Run 1, PDN straps and rails:
Bar = 20 um. Pins as bars on the die edge. Tap cells in grey.
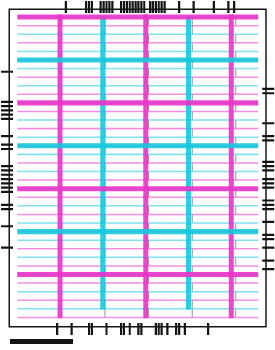
Run 1, placed cells, one colour a class:
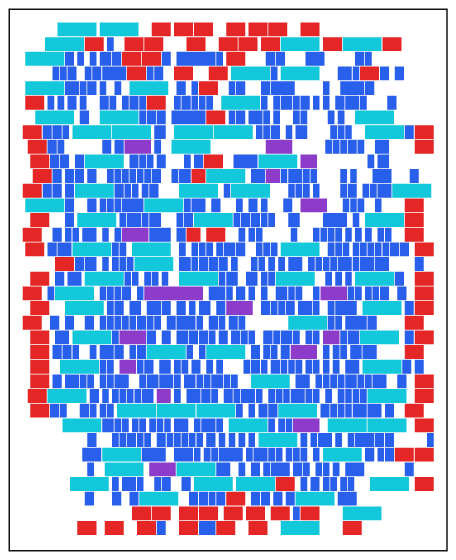
Run 1, clock network drawn from the DEF:
Bar = 20 um.
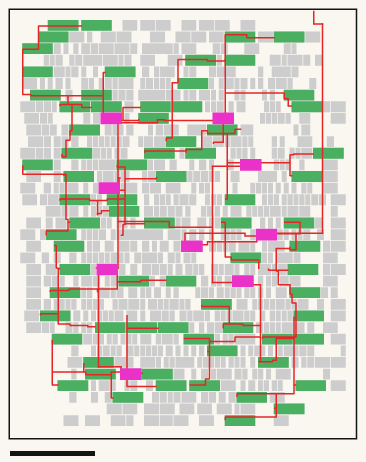
[src/rtl/spike_packer.sv]
// Spike bitmap to serial neuron-index stream feeding the spike queue, lowest index first.
// Optional end-of-timestep marker entry (all ones) is enabled by defining SPIKE_PACKER_EOF_EN.
module spike_packer #(
    parameter int NEURONS  = 64,
    parameter int ID_WIDTH = 8
) (
    input  logic                clk,
    input  logic                rst,
    input  logic                start_i,
    input  logic [NEURONS-1:0]  spikes_i,
    input  logic                full_i,
    output logic                insert_o,
    output logic [ID_WIDTH-1:0] data_o,
    output logic                busy_o,
    output logic                done_o,
    output logic [ID_WIDTH-1:0] count_o
);

    typedef enum logic [1:0] {
        IDLE = 2'd0,
        SCAN = 2'd1,
        DONE = 2'd2
    } state_t;

    localparam logic [NEURONS-1:0] PEND_ONE = NEURONS'(1);

    state_t              r_state;
    state_t              w_nextState;
    logic [NEURONS-1:0]  r_pend;
    logic [NEURONS-1:0]  w_lowBit;
    logic [ID_WIDTH-1:0] w_lowIdx;
    logic [ID_WIDTH-1:0] r_count;
    logic                w_pendAny;
    logic                w_scanEnd;
`ifdef SPIKE_PACKER_EOF_EN
    logic                r_eofSent;
`endif

    // Isolating the lowest set bit with two's complement keeps the clear a single AND.
    assign w_pendAny = |r_pend;
    assign w_lowBit  = r_pend & (~r_pend + PEND_ONE);

    always_comb begin
        w_lowIdx = '0;
        for (int n = NEURONS - 1; n >= 0; n--) begin
            if (r_pend[n]) begin
                w_lowIdx = ID_WIDTH'(n);
            end
        end
    end

`ifdef SPIKE_PACKER_EOF_EN
    assign w_scanEnd = !w_pendAny && r_eofSent;
`else
    assign w_scanEnd = !w_pendAny;
`endif

    always_ff @(posedge clk) begin
        if (rst) begin
            r_state <= IDLE;
        end else begin
            r_state <= w_nextState;
        end
    end

    always_comb begin
        w_nextState = r_state;
        insert_o    = 1'b0;
        data_o      = '0;
        done_o      = 1'b0;
        busy_o      = (r_state != IDLE);
        case (r_state)
            IDLE: begin
                if (start_i) begin
                    w_nextState = SCAN;
                end
            end
            SCAN: begin
                if (w_scanEnd) begin
                    w_nextState = DONE;
                end
                if (w_pendAny && !full_i) begin
                    insert_o = 1'b1;
                    data_o   = w_lowIdx;
                end
`ifdef SPIKE_PACKER_EOF_EN
                else if (!w_pendAny && !r_eofSent && !full_i) begin
                    insert_o = 1'b1;
                    data_o   = '1;
                end
`endif
            end
            DONE: begin
                done_o      = 1'b1;
                w_nextState = IDLE;
            end
            default: begin
                w_nextState = IDLE;
            end
        endcase
    end

    // The marker is never counted; only real neuron indices advance the count.
    always_ff @(posedge clk) begin
        if (rst) begin
            r_pend    <= '0;
            r_count   <= '0;
`ifdef SPIKE_PACKER_EOF_EN
            r_eofSent <= 1'b0;
`endif
        end else if (r_state == IDLE && start_i) begin
            r_pend    <= spikes_i;
            r_count   <= '0;
`ifdef SPIKE_PACKER_EOF_EN
            r_eofSent <= 1'b0;
`endif
        end else if (r_state == SCAN && insert_o) begin
            if (w_pendAny) begin
                r_pend  <= r_pend & ~w_lowBit;
                r_count <= r_count + ID_WIDTH'(1);
            end
`ifdef SPIKE_PACKER_EOF_EN
            else begin
                r_eofSent <= 1'b1;
            end
`endif
        end
    end

    assign count_o = r_count;

endmodule

[config.mk]
export PLATFORM = sky130hd
export DESIGN_NAME = spike_packer
export DESIGN_NICKNAME = d
export VERILOG_FILES = /design/src/rtl/spike_packer.sv
export SDC_FILE = /design/constraint.sdc
export NUM_CORES = 1
export LEC_CHECK = 0
export ABC_AREA = 1
export CAP_MARGIN = 25
export CORE_ASPECT_RATIO = 1.25
export CORE_MARGIN = 2
export CORE_UTILIZATION = 58
export CTS_BUF_LIST = sky130_fd_sc_hd__clkbuf_8
export CTS_CLUSTER_DIAMETER = 120
export DETAILED_ROUTE_END_ITERATION = 8
export PLACE_DENSITY = 0.94
export REMOVE_ABC_BUFFERS = 1
export SLEW_MARGIN = 20
export SYNTH_ARGS = -nofsm -noshare
export SYNTH_HDL_FRONTEND = slang
export SYNTH_SLANG_ARGS = --single-unit
[constraint.sdc]
create_clock -name clk -period 8.32 [get_ports clk]
set_input_delay 1.248 -clock clk [delete_from_list [all_inputs] [get_ports clk]]
set_output_delay 1.248 -clock clk [all_outputs]
set_load 0.02 [all_outputs]
==> impl_metrics.tcl, run 1 <==
# place-and-route summary
set metrics [dict create \
    p_leak_uw 0.00242 \
    ff_type "dfxtp_1" \
    fp_util_pct 59.0 \
    final_cell_area_um2 5390 \
    synthTopCellsByCount "nand2_1 (127), inv_1 (97), nand3_1 (84), nor2_1 (80), dfxtp_1 (74)" \
    rsz0062_at_grt "false" \
    die_h_um 100 \
    n_antenna_cell 0 \
    dpl_cell_area_um2 5180 \
    fin_nets 809 \
    crit_path_frequent_cell "nand2_1" \
    ant_nets 0 \
    worst-setup-path-type "reg2out" \
    critical_path.max_fanout 4 \
    yosys.cell_count.top_type "nand2_1" \
    htree_levels 3 \
    die_w_um 80.9 \
    top_cells_by_area "dfxtp_1 (35%), nand2_1 (11%), nand3_1 (9.8%), inv_1 (8.5%), nor2_1 (7.0%)" \
    ys_seq_share_pct 34.5 \
    clockBufferDepth 2 \
    hold_path.class "reg2reg" \
    postCtsSetupRepairBufs 0 \
    drive_gt1_share_pct 10.5 \
    arrival_ns 4.55 \
    warnings 25 \
    tns_ns 0 \
    largest_area_cell "dfxtp_1" \
    viasPerCell 5.47 \
    track_usage_pct 29.6 \
    critPathLaunch "r_pend[61]$_SDFFE_PP0P_" \
    cts_resized 0 \
    ctsRootBufferMaster "clkbuf_8" \
    routed_wl_mm 11.6 \
    dp_hpwl_mm 8.34 \
    ios 87 \
    async_flop_share_pct 0 \
    r2r_start "r_pend[29]$_SDFFE_PP0P_" \
    reg2reg_to "r_pend[57]$_SDFFE_PP0P_" \
    yosys_area_um2 4290 \
    yosys_register_bits 74 \
    dieArea_um2 8110 \
    grt_pass1_wl_mm 19.1 \
    hold_viol_final 0 \
    antenna_found_initial 0 \
    core_um2 7270 \
    numCtsBuffers 9 \
    ys_cells 664 \
    crit_path_top_delay_cell "clkdlybuf4s50_1" \
    vias 4576 \
    tightest_slew_ns 0.946 \
    critPathCapture "data_o[0]" \
    post-route-drc-count 0 \
    post_drt_wl_per_cell_um 13.8 \
    rows 35 \
    synthToLayoutAreaGrowth_pct 25.5 \
    slowest_delay_ns 0.64 \
    yosys_warnings 0 \
    slew_headroom_pct 36.8 \
    numClockSinks 74 \
    drt_iter0_drc 364 \
    status "completed" \
    crit_path_start_kind "flop" \
    skew_ns 0.0186 \
    r2r_slack_ns 3.89 \
    port_buffers 84 \
    hold_buffers 0 \
    timing.final.crit_share_pct 69.7 \
    edf_count 0 \
    syn_area_per_cell_um2 6.46 \
    setup_viol 0 \
    cp.required_ns 7.07 \
    clock_latency_ns 0.37 \
    syn_inst 664 \
    netlist_area_um2 4290 \
    ir_drop_mv 0.105 \
]
Back to the opening pictures, 'PDN straps and rails':
[VSS] magenta
[VDD] cyan
met1 rails: 36
met4 straps: 5
met5 straps: 7
signal pins: 87

Back to the opening pictures, 'placed cells, one colour a class':
[remaining logic cells] blue | cells: 569
[clock drivers and dummy loads] purple | cells: 16
[remaining buffers and delay cells] red | cells: 86
[registers] cyan | cells: 74

Back to the opening pictures, 'clock network drawn from the DEF':
[flip-flops] green | count: 74
[clock wires] red | length: 1000 um
[clock-net drivers] magenta | count: 9
routed clock nets: 10
flops lie: spread over the die

-- run 1: final cells by class --
class / instances / area, um^2
clock buffer: 10 / 138
fill: 574 / 1880
tap: 92 / 115
sequential: 74 / 1480
clock inverter: 6 / 71.3
timing repair buffer: 86 / 856
inverter: 122 / 460
multi-input combinational: 447 / 2260
-- run 1: worst min path at each step --
stage                             from                 endpoint  slack, ns  depth (start not counted)
2_1_floorplan   r_pend[2]$_SDFFE_PP0P_   r_pend[2]$_SDFFE_PP0P_       0.44                          2
3_3_place_gp   count_o[7]$_SDFFE_PP0P_  count_o[7]$_SDFFE_PP0P_       0.43                          1
3_5_place_dp   count_o[7]$_SDFFE_PP0P_  count_o[7]$_SDFFE_PP0P_       0.44                          1
4_1_cts        count_o[7]$_SDFFE_PP0P_  count_o[7]$_SDFFE_PP0P_       0.46                          1
5_1_grt        count_o[7]$_SDFFE_PP0P_  count_o[7]$_SDFFE_PP0P_       0.48                          1
6_report       count_o[7]$_SDFFE_PP0P_  count_o[7]$_SDFFE_PP0P_       0.45                          1
-- run 1: metrics by stage --
step,hold slack (ns),total power (uW),util [%],setup slack [ns],std cells
3_5_place_dp,0.441,631,71.2,2.99,821
6_report,0.450,932,74.1,2.52,837
5_1_grt,0.479,980,74.1,1.82,837
4_1_cts,0.457,929,74.1,2.51,837
2_1_floorplan,0.439,553,-,3.81,643
3_3_place_gp,0.435,625,71.2,3.10,821
-- run 1: kinds of logic after synthesis --
family / count (synthesis) / share of synthesized area, %
AND-OR/OR-AND: 95 / 14.1
adder cells (fa/ha/maj): 1 / 0.292
buffers and inverters: 144 / 12.8
flip-flops: 74 / 34.5
other: 1 / 0.0874
AND/OR/NAND/NOR: 349 / 38.2
-- run 1: critical path: cells and delay by family (launching register included) --
kind | cells | cell delay [ns]
and+or+nand+nor | 60 | 2.92
buffers and inverters | 2 | 0.70
AOI/OAI and AO/OA | 1 | 0.18
DFF | 1 | 0.39
-- run 1: metal layers --
metal	up-vias	GRT usage [%]	part of all wire, %
met5	-	0	0
met4	0	12.9	2.5
met3	33	4.41	5.2
met2	162	54.0	51
met1	2079	33.5	41
li1	2302	-	-
-- run 1: placed cells by master (no fill, tap or decap), drive strengths merged, types with 2 or more instances in the layout --
master         count
a21oi             22
nand4             10
o211ai             7
dfxtp             74
nand3             86
a31oi              2
clkdlybuf4s50     84
inv              124
o21ai             28
buf                2
nor2              90
o31ai             30
clkinvlp           2
clkbuf            10
conb               2
nand2            135
nor4               2
nor3              22
a32o               2
nor3b              3
-- run 1: registers in the layout, summed over array words and instances, names as in the netlist --
signal and count:
r_state 2, r_pend 64, count_o 8
-- run 1: where the power goes --
group	switching, uW	leakage, uW	internal [uW]	total, uW
Combinational	143	0.00171	90.9	234
Sequential	19.9	0.000607	375	395
Clock	152	0.0000999	150	302
--- run 2 (diff from run 1) ---
--- a/config.mk
+++ b/config.mk
@@ -9,11 +9,11 @@
 export CAP_MARGIN = 25
 export CORE_ASPECT_RATIO = 1.25
 export CORE_MARGIN = 2
-export CORE_UTILIZATION = 58
+export CORE_UTILIZATION = 54
 export CTS_BUF_LIST = sky130_fd_sc_hd__clkbuf_8
 export CTS_CLUSTER_DIAMETER = 120
 export DETAILED_ROUTE_END_ITERATION = 8
-export PLACE_DENSITY = 0.94
+export PLACE_DENSITY = 0.88
 export REMOVE_ABC_BUFFERS = 1
 export SLEW_MARGIN = 20
 export SYNTH_ARGS = -nofsm -noshare
==> constraint.sdc (replaced) <==
create_clock -name clk -period 5.5 [get_ports clk]
set_input_delay 0.825 -clock clk [delete_from_list [all_inputs] [get_ports clk]]
set_output_delay 0.825 -clock clk [all_outputs]
set_load 0.02 [all_outputs]
==> impl_metrics.tcl, run 2 <==
# place-and-route summary
set metrics [dict create \
    lay_top_count "nand2_1" \
    crit_path_start_kind "flop" \
    grt_pass1_vias 4327 \
    ctsRootBufferMaster "clkbuf_8" \
    yosys.cell_count.top_type "nand2_1" \
    rows 36 \
    dp_hpwl_mm 8.33 \
    fin_util_pct 69.7 \
    hold_buffers 0 \
    clock_latency_ns 0.36 \
    routabilityCongestion 0.881 \
    slowest_delay_ns 0.39 \
    synth_cell_types 37 \
    port_buffers 84 \
    vias 4474 \
    fin_nets 809 \
    hold_path.class "reg2reg" \
    lay_top_cells "nand2_1 (127), inv_1 (96), nand3_1 (84), clkdlybuf4s50_1 (83), nor2_1 (79)" \
    max_flop_register "r_pend" \
    critPathLaunch "r_pend[61]$_SDFFE_PP0P_" \
    yosys_area_um2 4290 \
    syn_area_per_cell_um2 6.46 \
    critPathCapture "data_o[0]" \
    yosysTopAreaCellShare_pct 34.5 \
    end_kind "output pin" \
    hold_viol_final 0 \
    post_drt_wl_per_cell_um 13.3 \
    ys_seq_share_pct 34.5 \
    synthToLayoutAreaGrowth_pct 25.8 \
    largest_area_cell "dfxtp_1" \
    status "completed" \
    crit_buf_inv 2 \
    worst-path-stages 63 \
    n_fill_cell 682 \
    final_cell_area_um2 5400 \
    r2r_slack_ns 1.16 \
    critical_path.max_fanout 4 \
    p_leak_uw 0.00243 \
    cp.required_ns 4.68 \
    crit_path_frequent_cell "nand2_1" \
    drt_iter0_drc 206 \
    warnings 25 \
    ant_nets 0 \
    routed_wl_mm 11.1 \
    fmax_mhz 208 \
    numClockSinks 74 \
    grt-ovfl-total 0 \
    grt_max_degree 65 \
    ios 87 \
    arrival_ns 3.98 \
    clockBufferDepth 2 \
    ff_type "dfxtp_1" \
    fp_util_pct 55.4 \
    yosys_warnings 0 \
    firstDrtPassIters 5 \
    critPathTopFamily "simple AND/OR/NAND/NOR gates" \
    largest_reg_flops 64 \
    slew_headroom_pct 36.6 \
    dpl_cell_area_um2 5180 \
    power_density_nw_per_um2 262 \
    fin_crit_ns 4.81 \
    synthTopCellsByCount "nand2_1 (127), inv_1 (97), nand3_1 (84), nor2_1 (80), dfxtp_1 (74)" \
    reg2reg_to "r_pend[61]$_SDFFE_PP0P_" \
    cap_violations 0 \
    clk_pin_slew_ns 0.08 \
    setup_viol 0 \
    n_antenna_cell 0 \
    rsz0062_at_grt "false" \
    numCtsBuffers 9 \
    htree_levels 3 \
    slew_viol_final 0 \
    top_cells_by_area "dfxtp_1 (35%), nand2_1 (11%), nand3_1 (9.8%), inv_1 (8.5%), nor2_1 (7.0%)" \
    antenna_found_initial 0 \
    cts_tree "done" \
    netlist_area_um2 4290 \
    timing.final.crit_share_pct 87.5 \
    drive_gt1_share_pct 10.6 \
    edf_count 0 \
    track_usage_pct 26.1 \
    postCtsSetupRepairBufs 0 \
    yosys_register_bits 74 \
    reg2reg_depth 37 \
    viasPerCell 5.33 \
    tns_ns 0 \
    grt_pass1_wl_mm 18.9 \
    skew_ns 0.0110 \
    ys_cells 664 \
    tightest_slew_ns 0.949 \
    r2r_start "r_pend[0]$_SDFFE_PP0P_" \
    async_flop_share_pct 0 \
    worst-setup-path-type "reg2out" \
    post-route-drc-count 0 \
    dieArea_um2 8680 \
    report.power.total_uw 1410 \
    crit_path_top_delay_cell "dfxtp_1" \
    syn_inst 664 \
]
run 2: worst min path at each step:
stage | start | endpoint | slack, ns | cells after the start
floorplan | r_pend[2]$_SDFFE_PP0P_ | r_pend[2]$_SDFFE_PP0P_ | 0.44 | 2
global placement | count_o[7]$_SDFFE_PP0P_ | count_o[7]$_SDFFE_PP0P_ | 0.43 | 1
detailed placement | count_o[7]$_SDFFE_PP0P_ | count_o[7]$_SDFFE_PP0P_ | 0.44 | 1
CTS | count_o[7]$_SDFFE_PP0P_ | count_o[7]$_SDFFE_PP0P_ | 0.46 | 1
global route | count_o[7]$_SDFFE_PP0P_ | count_o[7]$_SDFFE_PP0P_ | 0.50 | 1
finish | count_o[7]$_SDFFE_PP0P_ | count_o[7]$_SDFFE_PP0P_ | 0.45 | 1
run 2: metal layers:
layer / vias up / wire (um) / global-route usage, % / part of all wire [%]
met1: 2019 / 4630 / 30.1 / 42
met3: 32 / 554 / 3.59 / 5.0
li1: 2298 / - / - / -
met4: 0 / 310 / 11.2 / 2.8
met5: - / 0 / 0 / 0
met2: 125 / 5640 / 47.4 / 51
run 2: power by group:
group	switching [uW]	internal [uW]	leakage (uW)	total, uW
logic	211	137	0.00172	349
registers	30.2	568	0.000607	598
clock network	213	254	0.000105	467
total	454	960	0.00243	1410
run 2: cell type report:
cell class              instances  area, um^2  area share [%]
well taps                      95         119            2.20
repair buffers                 86         853            15.8
clock inverters                 7        93.8            1.74
multi-input cells             447        2260            42.0
clock buffers                   9         124            2.30
inverters                     122         460            8.53
flip-flops and latches         74        1480            27.5
run 2: repair_timing:
item / in CTS / in global routing
resized: 0 / 4
hold endpoints to repair: 0 / 0
endpoints found under the setup margin: 0 / 1
run 2: logic make-up after synthesis:
group	count (synthesis)	share of synthesized area, %
buffers and inverters	144	12.8
flip-flops	74	34.5
AND/OR/NAND/NOR	349	38.2
other	1	0.0874
AND-OR/OR-AND	95	14.1
adder cells (fa/ha/maj)	1	0.292
run 2: stage by stage:
step | hold slack (ns) | setup slack, ns | instances
floorplan | 0.439 | 1.42 | 643
global placement | 0.435 | 0.688 | 824
detailed placement | 0.442 | 0.634 | 824
CTS | 0.457 | 0.227 | 840
global route | 0.496 | 0.00956 | 840
finish | 0.455 | 0.690 | 840
run 2: worst register-to-register path: cells and delay by family, from the launching register on:
kind | cells | cell delay, ns
buffers and inverters | 8 | 0.60
flip-flops | 1 | 0.39
AND-OR/OR-AND | 1 | 0.17
AND/OR/NAND/NOR | 28 | 3.08
Run 2, PDN straps and rails:
Bar = 20 um. Pins as bars on the die edge. Tap cells in grey.
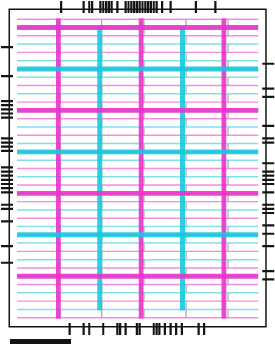
CORE AREA: 7750 um^2
Worst VDD drop: 0.172 mV
die height: 104 um
Chip Width: 83.7 um

Run 2, signal wires by layer:
Bar = 20 um. Only two layers are drawn.
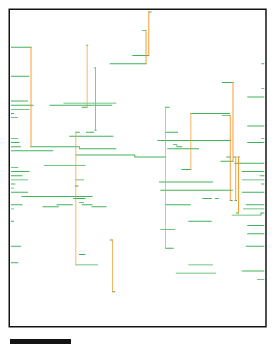
[M3] green | wire length: 555 um
[M4] orange | wire length: 310 um

No activity file was given, so power comes from the tool's default toggle rates.
